## src/rtl/boom_mshr_alloc_arb_pkg.sv

```systemverilog
// Shared types for the dcache MSHR allocation front end.
// Holds the miss request bundle, steering decision and default sizes.
package boom_lsu_st;

   localparam int nMSHRs      = 4;
   localparam int MSHR_IDX_W  = 6;
   localparam int MSHR_TAG_W  = 20;

   typedef struct packed {
      logic [MSHR_IDX_W-1:0] idx;
      logic [MSHR_TAG_W-1:0] tag;
   } MshrAllocReqST;

   typedef enum logic [1:0] {
      STEER_SEC,
      STEER_PRI,
      STEER_NACK
   } MshrSteerE;

endpackage

```

## src/rtl/boom_mshr_alloc_arb_rr_pick.sv

```systemverilog
// Round-robin picker: first set bit of valid_i at or after ptr_i, wrapping.
// Ports: valid_i (requests), ptr_i (start position) -> any_o, onehot_o, idx_o.
module rr_pick #(
   parameter int N = 4,
   parameter int W = (N > 1) ? $clog2(N) : 1
) (
   input  logic [N-1:0] valid_i,
   input  logic [W-1:0] ptr_i,
   output logic         any_o,
   output logic [N-1:0] onehot_o,
   output logic [W-1:0] idx_o
);

   logic [W-1:0] j;

   always_comb begin
      any_o    = 1'b0;
      onehot_o = '0;
      idx_o    = '0;
      j        = '0;
      for (int k = 0; k < N; k++) begin
         j = W'((int'(ptr_i) + k) % N);
         if (!any_o && valid_i[j]) begin
            any_o       = 1'b1;
            onehot_o[j] = 1'b1;
            idx_o       = j;
         end
      end
   end

endmodule

```

## src/rtl/boom_mshr_alloc_arb.sv

```systemverilog
// MSHR front end: steers LSU misses (merge / allocate / nack), round-robin
// arbitrates MSHR acquires onto TL-A and routes TL-D grants by source id.
// Ports: clock/reset; req_* LSU miss; mshr_* entry state and strobes;
// acq_* per-MSHR acquires; mem_acq_* TL-A; mem_gnt_* TL-D; gnt_* per-MSHR
// grant beats; busy_count outstanding acquires; err_unexp_gnt sticky error.
module boom_mshr_alloc_arb
   import boom_lsu_st::*;
#(
   parameter int N_MSHRS  = nMSHRs,
   parameter int IDX_BITS = MSHR_IDX_W,
   parameter int TAG_BITS = MSHR_TAG_W,
   parameter int ACQ_W    = 64,
   parameter int SRC_W    = $clog2(N_MSHRS)
) (
   input  logic                        clock,
   input  logic                        reset,
   input  logic                        req_valid,
   output logic                        req_ready,
   output logic                        req_nack,
   input  logic [IDX_BITS-1:0]         req_idx,
   input  logic [TAG_BITS-1:0]         req_tag,
   output logic [N_MSHRS-1:0]          mshr_pri_val,
   output logic [N_MSHRS-1:0]          mshr_sec_val,
   input  logic [N_MSHRS-1:0]          mshr_pri_rdy,
   input  logic [N_MSHRS-1:0]          mshr_sec_rdy,
   input  logic [N_MSHRS-1:0]          mshr_idx_vld,
   input  logic [N_MSHRS*IDX_BITS-1:0] mshr_idx,
   input  logic [N_MSHRS-1:0]          mshr_tag_vld,
   input  logic [N_MSHRS*TAG_BITS-1:0] mshr_tag,
   input  logic [N_MSHRS-1:0]          acq_valid,
   output logic [N_MSHRS-1:0]          acq_ready,
   input  logic [N_MSHRS*ACQ_W-1:0]    acq_bits,
   output logic                        mem_acq_valid,
   input  logic                        mem_acq_ready,
   output logic [ACQ_W-1:0]            mem_acq_bits,
   output logic [SRC_W-1:0]            mem_acq_source,
   input  logic                        mem_gnt_valid,
   output logic                        mem_gnt_ready,
   input  logic [SRC_W-1:0]            mem_gnt_source,
   input  logic                        mem_gnt_last,
   output logic [N_MSHRS-1:0]          gnt_valid,
   input  logic [N_MSHRS-1:0]          gnt_ready,
   output logic [SRC_W:0]              busy_count,
   output logic                        err_unexp_gnt
);

   function automatic logic [SRC_W-1:0] ptr_inc(input logic [SRC_W-1:0] p);
      return (int'(p) == N_MSHRS - 1) ? '0 : p + 1'b1;
   endfunction

   function automatic logic [N_MSHRS-1:0] to_oh(input logic [SRC_W-1:0] s);
      to_oh    = '0;
      to_oh[s] = 1'b1;
   endfunction

   function automatic logic [SRC_W:0] popc(input logic [N_MSHRS-1:0] v);
      popc = '0;
      for (int i = 0; i < N_MSHRS; i++)
         popc = popc + {{SRC_W{1'b0}}, v[i]};
   endfunction

   logic [SRC_W-1:0]   alloc_ptr_q, alloc_ptr_d;
   logic [SRC_W-1:0]   acq_ptr_q, acq_ptr_d;
   logic [SRC_W-1:0]   lock_src_q, lock_src_d;
   logic               lock_q, lock_d;
   logic [N_MSHRS-1:0] outst_q, outst_d;
   logic               err_q, err_d;
   logic [SRC_W:0]     busy_q;

   // ---------------- miss steering ----------------
   MshrAllocReqST      req_s;
   MshrSteerE          steer;
   logic [N_MSHRS-1:0] idx_hit, tag_hit, sec_cand, sec_oh;
   logic               pri_any;
   logic [N_MSHRS-1:0] pri_oh;
   logic [SRC_W-1:0]   pri_idx;

   assign req_s = '{idx: req_idx, tag: req_tag};

   always_comb begin
      idx_hit = '0;
      tag_hit = '0;
      for (int i = 0; i < N_MSHRS; i++) begin
         idx_hit[i] = mshr_idx_vld[i] &&
                      (mshr_idx[i*IDX_BITS +: IDX_BITS] == req_s.idx);
         tag_hit[i] = idx_hit[i] && mshr_tag_vld[i] &&
                      (mshr_tag[i*TAG_BITS +: TAG_BITS] == req_s.tag);
      end
   end

   assign sec_cand = tag_hit & mshr_sec_rdy;
   // isolate lowest set bit: x & -x
   assign sec_oh   = sec_cand & (~sec_cand + N_MSHRS'(1));

   rr_pick #(.N(N_MSHRS), .W(SRC_W)) u_alloc_pick (
      .valid_i  (mshr_pri_rdy),
      .ptr_i    (alloc_ptr_q),
      .any_o    (pri_any),
      .onehot_o (pri_oh),
      .idx_o    (pri_idx)
   );

   // an index hit without a mergeable tag is a set conflict: never
   // allocate a second entry for the same set
   always_comb begin
      steer = STEER_NACK;
      if (|sec_cand)
         steer = STEER_SEC;
      else if (|idx_hit)
         steer = STEER_NACK;
      else if (pri_any)
         steer = STEER_PRI;
   end

   assign mshr_sec_val = (req_valid && steer == STEER_SEC) ? sec_oh : '0;
   assign mshr_pri_val = (req_valid && steer == STEER_PRI) ? pri_oh : '0;
   assign req_ready    = req_valid && (steer != STEER_NACK);
   assign req_nack     = req_valid && (steer == STEER_NACK);
   assign alloc_ptr_d  = (req_valid && steer == STEER_PRI) ?
                         ptr_inc(pri_idx) : alloc_ptr_q;

   // ---------------- acquire arbiter ----------------
   logic [N_MSHRS-1:0] eligible, acq_oh, sel_oh;
   logic               acq_any, acq_fire;
   logic [SRC_W-1:0]   acq_idx, sel_src;

   assign eligible = acq_valid & ~outst_q;

   rr_pick #(.N(N_MSHRS), .W(SRC_W)) u_acq_pick (
      .valid_i  (eligible),
      .ptr_i    (acq_ptr_q),
      .any_o    (acq_any),
      .onehot_o (acq_oh),
      .idx_o    (acq_idx)
   );

   // once presented, the winner stays on the bus until accepted
   assign sel_src        = lock_q ? lock_src_q : acq_idx;
   assign sel_oh         = lock_q ? to_oh(lock_src_q) : acq_oh;
   assign mem_acq_valid  = lock_q | acq_any;
   assign mem_acq_source = sel_src;
   assign mem_acq_bits   = acq_bits[int'(sel_src)*ACQ_W +: ACQ_W];
   assign acq_fire       = mem_acq_valid & mem_acq_ready;
   assign acq_ready      = acq_fire ? sel_oh : '0;
   assign lock_d         = mem_acq_valid & ~mem_acq_ready;
   assign lock_src_d     = sel_src;
   assign acq_ptr_d      = acq_fire ? ptr_inc(sel_src) : acq_ptr_q;

   // ---------------- grant routing ----------------
   logic [N_MSHRS-1:0] gnt_oh, set_v, clr_v;
   logic               gnt_fire;

   assign gnt_oh        = to_oh(mem_gnt_source);
   assign gnt_valid     = mem_gnt_valid ? gnt_oh : '0;
   assign mem_gnt_ready = gnt_ready[mem_gnt_source];
   assign gnt_fire      = mem_gnt_valid & mem_gnt_ready;

   assign set_v   = acq_fire ? sel_oh : '0;
   assign clr_v   = (gnt_fire && mem_gnt_last) ? gnt_oh : '0;
   assign outst_d = (outst_q | set_v) & ~clr_v;
   assign err_d   = err_q | (gnt_fire & ~outst_q[mem_gnt_source]);

   always_ff @(posedge clock or posedge reset) begin
      if (reset) begin
         alloc_ptr_q <= '0;
         acq_ptr_q   <= '0;
         lock_q      <= 1'b0;
         lock_src_q  <= '0;
         outst_q     <= '0;
         err_q       <= 1'b0;
         busy_q      <= '0;
      end else begin
         alloc_ptr_q <= alloc_ptr_d;
         acq_ptr_q   <= acq_ptr_d;
         lock_q      <= lock_d;
         lock_src_q  <= lock_src_d;
         outst_q     <= outst_d;
         err_q       <= err_d;
         busy_q      <= popc(outst_q);
      end
   end

   assign busy_count    = busy_q;
   assign err_unexp_gnt = err_q;

endmodule

```

## config.mk

```make
export PLATFORM = sky130hd
export DESIGN_NAME = boom_mshr_alloc_arb
export DESIGN_NICKNAME = d
export VERILOG_FILES = /design/src/rtl/boom_mshr_alloc_arb_pkg.sv /design/src/rtl/boom_mshr_alloc_arb_rr_pick.sv /design/src/rtl/boom_mshr_alloc_arb.sv
export SDC_FILE = /design/constraint.sdc
export NUM_CORES = 1
export LEC_CHECK = 0
export CAP_MARGIN = 5
export CELL_PAD_IN_SITES_DETAIL_PLACEMENT = 1
export CELL_PAD_IN_SITES_GLOBAL_PLACEMENT = 2
export CORE_AREA = 2 2 197 199
export CTS_CLUSTER_SIZE = 16
export DETAILED_ROUTE_END_ITERATION = 10
export DIE_AREA = 0 0 199 201
export PLACE_DENSITY_LB_ADDON = 0.3
export SLEW_MARGIN = 20
export SYNTH_ARGS = -nofsm -noshare
export SYNTH_HDL_FRONTEND = slang
export SYNTH_SLANG_ARGS = --single-unit
export TNS_END_PERCENT = 5
```

## constraint.sdc

```tcl
create_clock -name clock -period 6.7 [get_ports clock]
set_input_delay 1.34 -clock clock [delete_from_list [all_inputs] [get_ports clock]]
set_output_delay 1.34 -clock clock [all_outputs]
set_load 0.01 [all_outputs]
```

==> results.md <==
| Item | Value | Unit |
|---|---|---|
| Outcome | finished, final reports clean | - |
| Fraction of synthesized cell area taken by the top area cell type | 14.55 | % |
| Buffers on Ports | 507 | - |
| Setup Total Neg Slack | 0 | ns |
| Largest net degree at the start of global routing | 55 | - |
| Proportion of total power due to net switching | 49.03 | % |
| Count of different cell masters after synthesis | 54 | - |
| Reg2Reg Launch Point | acq_ptr_q[0] | - |
| Crit path top cell by count | sky130_fd_sc_hd__clkdlybuf4s50_1 | - |
| Cells after Synth | 733 | - |
| Post-synthesis average cell area | 6.734 | um2 |
| Final #Nets | 1635 | - |
| Switch Pwr | 1.827 | mW |
| Tally of yosys warning messages | 0 | - |
| Met3 track demand over resource | 3.629 | % |
| Area delta synth->final | 116.0 | % |
| Yosys Instances | 733 | - |
| Antenna violations before repair | 3 | - |
| Start-to-end type of the worst setup path | input port to primary output | - |
| Cells taking the most area after synthesis | sky130_fd_sc_hd__xnor2_1 15%, sky130_fd_sc_hd__nand2_1 11%, sky130_fd_sc_hd__a211oi_1 10% | - |
| Count of vias placed by the detailed router | 7176 | - |
| Family with the most delay on the worst path | buffers and inverters | - |
| Core outline area | 38110 | um2 |
| Met2 WL | 17.66 | mm |
| Buffers and inverters on the worst path | 3 | - |
| Largest voltage drop on the vdd net | 0.1483 | mV |
| Number of storage elements in the synthesis netlist | 15 | - |
| Lkg Pwr | 3.779 | nW |
| Busiest layer in global routing | met2 | - |
registers in the layout, indices dropped and copies added, names as in the netlist, named ones only:
name	count
acq_ptr_q	2
err_unexp_gnt	1
busy_count	3
alloc_ptr_q	1
lock_src_q	2
outst_q	4
lock_q	1
how the worst max path moves through the flow:
| stage | cells past startpoint | slack, ns | endpoint | startpoint |
|---|---|---|---|---|
| CTS | 9 | 0.66 | mem_acq_bits[15] | acq_valid[1] |
| finish | 9 | 0.70 | mem_acq_bits[15] | acq_valid[1] |
| global route | 9 | 0.54 | mem_acq_bits[40] | acq_valid[3] |
| detailed placement | 9 | 0.70 | mem_acq_bits[15] | acq_valid[1] |
| global placement | 9 | 0.71 | mem_acq_bits[15] | acq_valid[1] |
| floorplan | 8 | 2.31 | mem_acq_bits[15] | acq_valid[2] |
through the flow:
stage / cell area [um2] / std cells / setup slack, ns
CTS: 10650 / 1715 / 0.6612
global route: 10660 / 1717 / 0.5396
finish: 10660 / 1718 / 0.7025
detailed placement: 10570 / 1711 / 0.6992
global placement: 10570 / 1711 / 0.7050
floorplan: 4936 / 733 / 2.307
Yosys cell counts, types with 6 or more instances:
master / instances
sky130_fd_sc_hd__nor4_1: 11
sky130_fd_sc_hd__dfrtp_1: 15
sky130_fd_sc_hd__inv_1: 18
sky130_fd_sc_hd__and3_1: 6
sky130_fd_sc_hd__ha_1: 18
sky130_fd_sc_hd__and2_1: 66
sky130_fd_sc_hd__nor2b_1: 7
sky130_fd_sc_hd__a31oi_1: 68
sky130_fd_sc_hd__xnor2_1: 82
sky130_fd_sc_hd__xor2_1: 25
sky130_fd_sc_hd__nor2_1: 27
sky130_fd_sc_hd__o21ai_0: 10
sky130_fd_sc_hd__buf_2: 22
sky130_fd_sc_hd__clkbuf_1: 32
sky130_fd_sc_hd__nand3_1: 13
sky130_fd_sc_hd__nand4_1: 22
sky130_fd_sc_hd__nand2_1: 144
sky130_fd_sc_hd__a211oi_1: 66
sky130_fd_sc_hd__a21oi_1: 11
cell families (layout without fill, tap and decap cells):
| family | Yosys count | count (layout) | share of synthesized area (%) |
|---|---|---|---|
| AND/OR/NAND/NOR | 316 | 316 | 31.56 |
| adder cells (fa/ha/maj) | 19 | 19 | 4.968 |
| multiplexers | 10 | 10 | 3.321 |
| AND-OR/OR-AND | 187 | 187 | 26.24 |
| buffers and inverters | 79 | 543 | 7.326 |
| other | 0 | 3 | 0 |
| XOR/XNOR | 107 | 107 | 18.99 |
| flip-flops | 15 | 15 | 7.605 |
power by group through the flow:
stage               Clock (mW)  Combinational, mW  Sequential, mW
floorplan                    0               1.74           0.175
global placement             0               3.42           0.216
detailed placement           0               3.43           0.214
CTS                      0.127               3.45           0.214
global route             0.132               3.73           0.225
finish                   0.122               3.39           0.211
final cells by class:
class / instances / area [um2]
antenna: 3 / 7.507
sequential: 15 / 375.4
fill: 4571 / 27450
inverter: 18 / 70.07
clock inverter: 1 / 7.507
multi-input combinational: 639 / 4209
tap: 518 / 648.1
clock buffer: 3 / 75.07
timing repair buffer: 521 / 5268
**Clock routing**

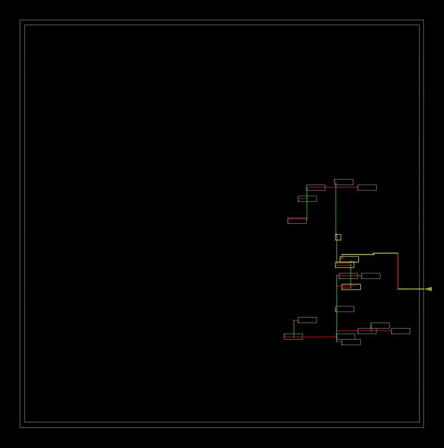
number of flip-flops and latches: 15
TritonCTS buffer count: 3
Skew-Pair Late Insertion Delay: 0.25 ns
Clock net power: 0.122 mW

**Register map, names as in the netlist**

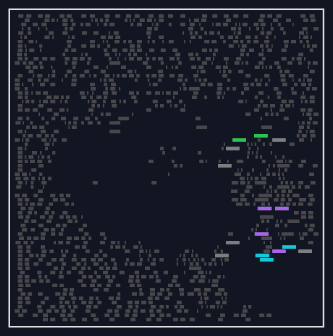
[green] lock_src_q | placed flops: 2
[purple] outst_q | placed flops: 4
[cyan] busy_count | placed flops: 3
not colored: 6

**Layout detail**

Window x 25 to 75, y 126 to 176 um. Cells in gray, sequential cells in the stronger gray; small squares are vias.
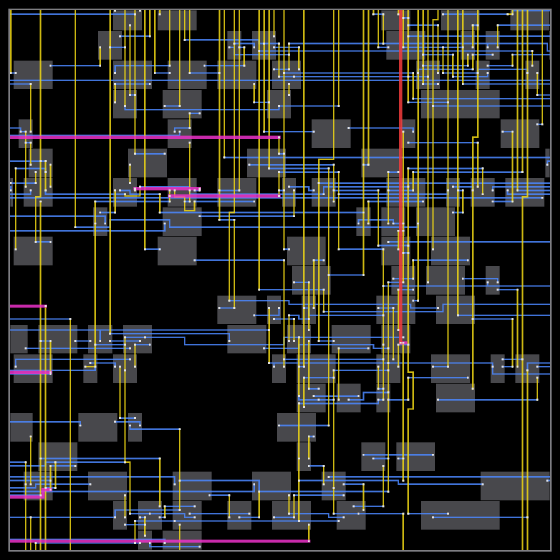
[yellow] metal 2
[magenta] metal 3
[red] metal 4
[blue] metal 1
cells with their middle in the window: 104
sequential cells in the window: 0
most frequent: clkdlybuf4s50_1 (45), nand2_1 (22)

**Supply network**

Pins as bars on the die edge.
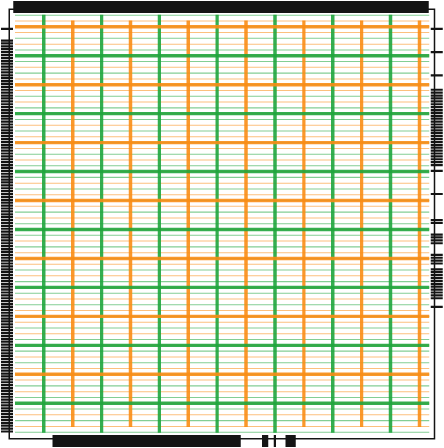
[green] VSS
[orange] VDD
rows: 72
met1 rails: 73
signal pins: 508
die y size: 201 um
die x size: 199 um

No activity file was given, so power comes from the tool's default toggle rates.
